Fig. 1: the metal 4 layer
The bar under the picture is 50 microns long.
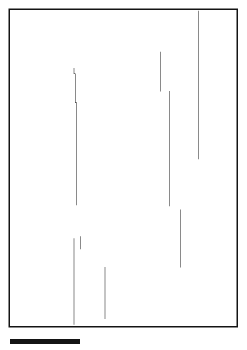
Fig. 2: placement by cell class
The bar under the picture is 50 microns long. Fill, decap, tap and diode cells in grey.
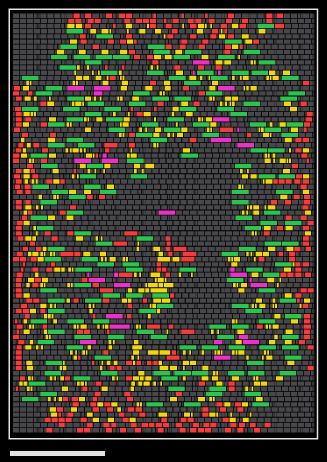
Fig. 3: gate-type map
The bar under the picture is 50 microns long.
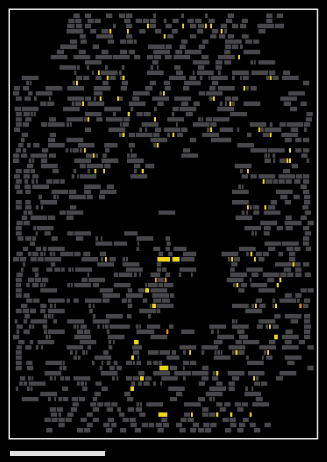
==> config.mk <==
export PLATFORM = sky130hd
export DESIGN_NAME = dram_arbiter_flat
export DESIGN_NICKNAME = d
export VERILOG_FILES = /design/src/rtl/dram_arb_pkg.sv /design/src/rtl/dram_arb_if.sv /design/src/rtl/dram_arbiter_rr_arb2.sv /design/src/rtl/dram_arbiter.sv /design/src/flat_wrapper.sv
export SDC_FILE = /design/constraint.sdc
export NUM_CORES = 1
export LEC_CHECK = 0
export CAP_MARGIN = 10
export CORE_ASPECT_RATIO = 1.4
export CORE_UTILIZATION = 23
export DETAILED_ROUTE_END_ITERATION = 7
export PLACE_DENSITY_LB_ADDON = 0.12
export SYNTH_ARGS = -nofsm -noshare
export SYNTH_HDL_FRONTEND = slang
export SYNTH_SLANG_ARGS = --single-unit
==> constraint.sdc <==
create_clock -name clk -period 2.4 [get_ports clk]
set_clock_uncertainty 0.05 [all_clocks]
set_input_delay 0.48 -clock clk [delete_from_list [all_inputs] [get_ports clk]]
set_output_delay 0.48 -clock clk [all_outputs]
set_load 0.01 [all_outputs]
==> run notes <==
Implementation results

The distinct cell type count after synthesis is 32. The most common logic cells in the final layout are clkdlybuf4s50_1 (238), dfrtp_1 (170), mux2i_1 (133). The last weighted congestion value of the routability-driven placer is 0.710. The top-level port count is between 300 and 400. Entering global routing, the biggest net connects ~63 pins.

The fraction of registers with async set or reset after synthesis is 100%. Summing the sequential cell areas from Yosys gives between 50 and 60% of the chip area. The warning tally printed by Yosys for this design is 0. The tree is rooted in a clkbuf_16.

The worst hold path class is register to register. By startpoint and endpoint, the worst setup path is classified as register to output port. The repair_antennas step left the layout with diodes totalling 1.

The placement stage leaves a total instance area of ~12000 sq um. The number of placed cells counting well taps is approximately 1500. The most used flip-flop cell after synthesis is dfrtp_1. The clock network latency to the later pin of the worst-skew pair is approximately 440 ps. The number of logged tool warnings is 30. The total internal power is ~10 mW. The number of global-route vias before repair was 6769.

VDD sags by at most 0.428 mV. Per the synthesis report, the single largest cell type by area occupies between 50% and 60% of cell area. No sink is reached through more buffers than the 2 on the longest clock path. The slew check shows that the tightest pin keeps a relative margin of between 50% and 60%. The run finished with clean final reports. The setup slack at placement is 44.3 ps.

Clock buffers in the final layout number 24. The pre-antenna-repair detailed-routing pass consisted of 4 iterations. Counting pins that exceed their max-slew limit in the final report gives 0.

The count of nets after finishing is 1222. The number of multi-input logic gates is approximately 500. The post-synth area from yosys stat is 8150 sq um. The required time of the worst setup path is approximately 1900 ps. Using the TritonRoute via totals, the vias-per-cell ratio works out to roughly 4.2. Across the whole layout, storage elements account for around 4300 sq um.

Per the timing report, the achievable frequency comes out to 0.432 GHz. In this run, synthesis produced a sequential element count of 172. The area growth from synthesis to layout is 53.0%. The portion of total power attributed to sequential cells is roughly 34%. Ranked by total cell area, the synthesized netlist is headed by dfrtp_1 (53%), mux2i_1 (16%), mux2_2 (8.8%). Across every metal layer, demand over resource in global routing totals about 15%. The least setup slack across all paths after layout is between 80 and 90 ps. The initial antenna violation count is 1.

The total grt overflow is 0.
About Fig. 1:
wire length on this layer: 462 microns
longest straight run: 105 microns
nets with wire on the layer: 4
final wirelength: 26700 microns
via total after detailed routing: 6370

About Fig. 2:
[green] sequential cells | cells: 172
[red] remaining buffers and delay cells | cells: 349
[magenta] clock drivers and dummy loads | cells: 30
[yellow] remaining logic cells | cells: 503
proportion of cell area occupied by registers: 34.6%
core area: 34900 sq um
row count: 81
area of all placed cells without fillers: 12500 sq um
fraction of the core area covered by cells at the end of the flow: 35.8%

About Fig. 3:
[yellow] nor cells | cells: 73
[orange] inv cells | cells: 4
Comb/total area: 29.0%
final std cells w/o fill: 1511

==> Yosys cell counts (2+ instances only) <==
cell      instances
a21oi_1          32
and2_1           33
buf_1             4
buf_2            12
buf_6             8
clkbuf_1         25
dfrtp_1         171
ha_1              5
inv_1             4
mux2_2           64
mux2i_1         134
nand2_1          75
nand3b_1          2
nand4_1           2
nor2_1           64
nor2b_1           2
nor2b_4           2
nor4_1            2
o21ai_0          71
==> logic make-up (layout without fill, tap and decap cells) <==
family	count (synthesis)	after routing	synth area share, %
buffers and inverters	54	383	3.46
DFF	172	172	52.9
and+or+nand+nor	187	187	10.4
other	0	1	0
adders and majority gates	5	5	0.768
muxes	199	199	25.5
AOI/OAI and AO/OA	108	108	7.04
==> power by group through the flow <==
stage | Sequential [mW] | Combinational (mW) | Clock (mW)
after global routing | 5.56 | 8.55 | 2.98
after global placement | 5.39 | 8.11 | 0
after detailed placement | 5.44 | 8.12 | 0
final | 5.34 | 7.78 | 2.76
after floorplan | 5.30 | 4.08 | 0
after CTS | 5.38 | 8.02 | 2.88
==> critical path: stages, from the launching register on <==
cell	delay (ps)
dfrtp_1	390
inv_2	110
ha_2	220
nand2_4	90
buf_12	170
nor2_1	120
clkdlybuf4s15_1	260
==> repair_timing <==
item	in CTS	in global routing
setup buffers	5	1
pin swaps	0	0
endpoints found under the setup margin	67	63
resized	101	57
hold endpoints to repair	6	0
hold buffers	1	0
==> routing by layer <==
metal  track usage [%]  part of all wire [%]  vias up
met5                 0                     0        -
met4              5.75                   1.7        0
met3              3.45                   4.6       22
met2              28.3                    55      170
met1              16.7                    39     3045
li1                  -                     -     3133
Power figures rest on the tool's default switching activity, not on a simulated workload.
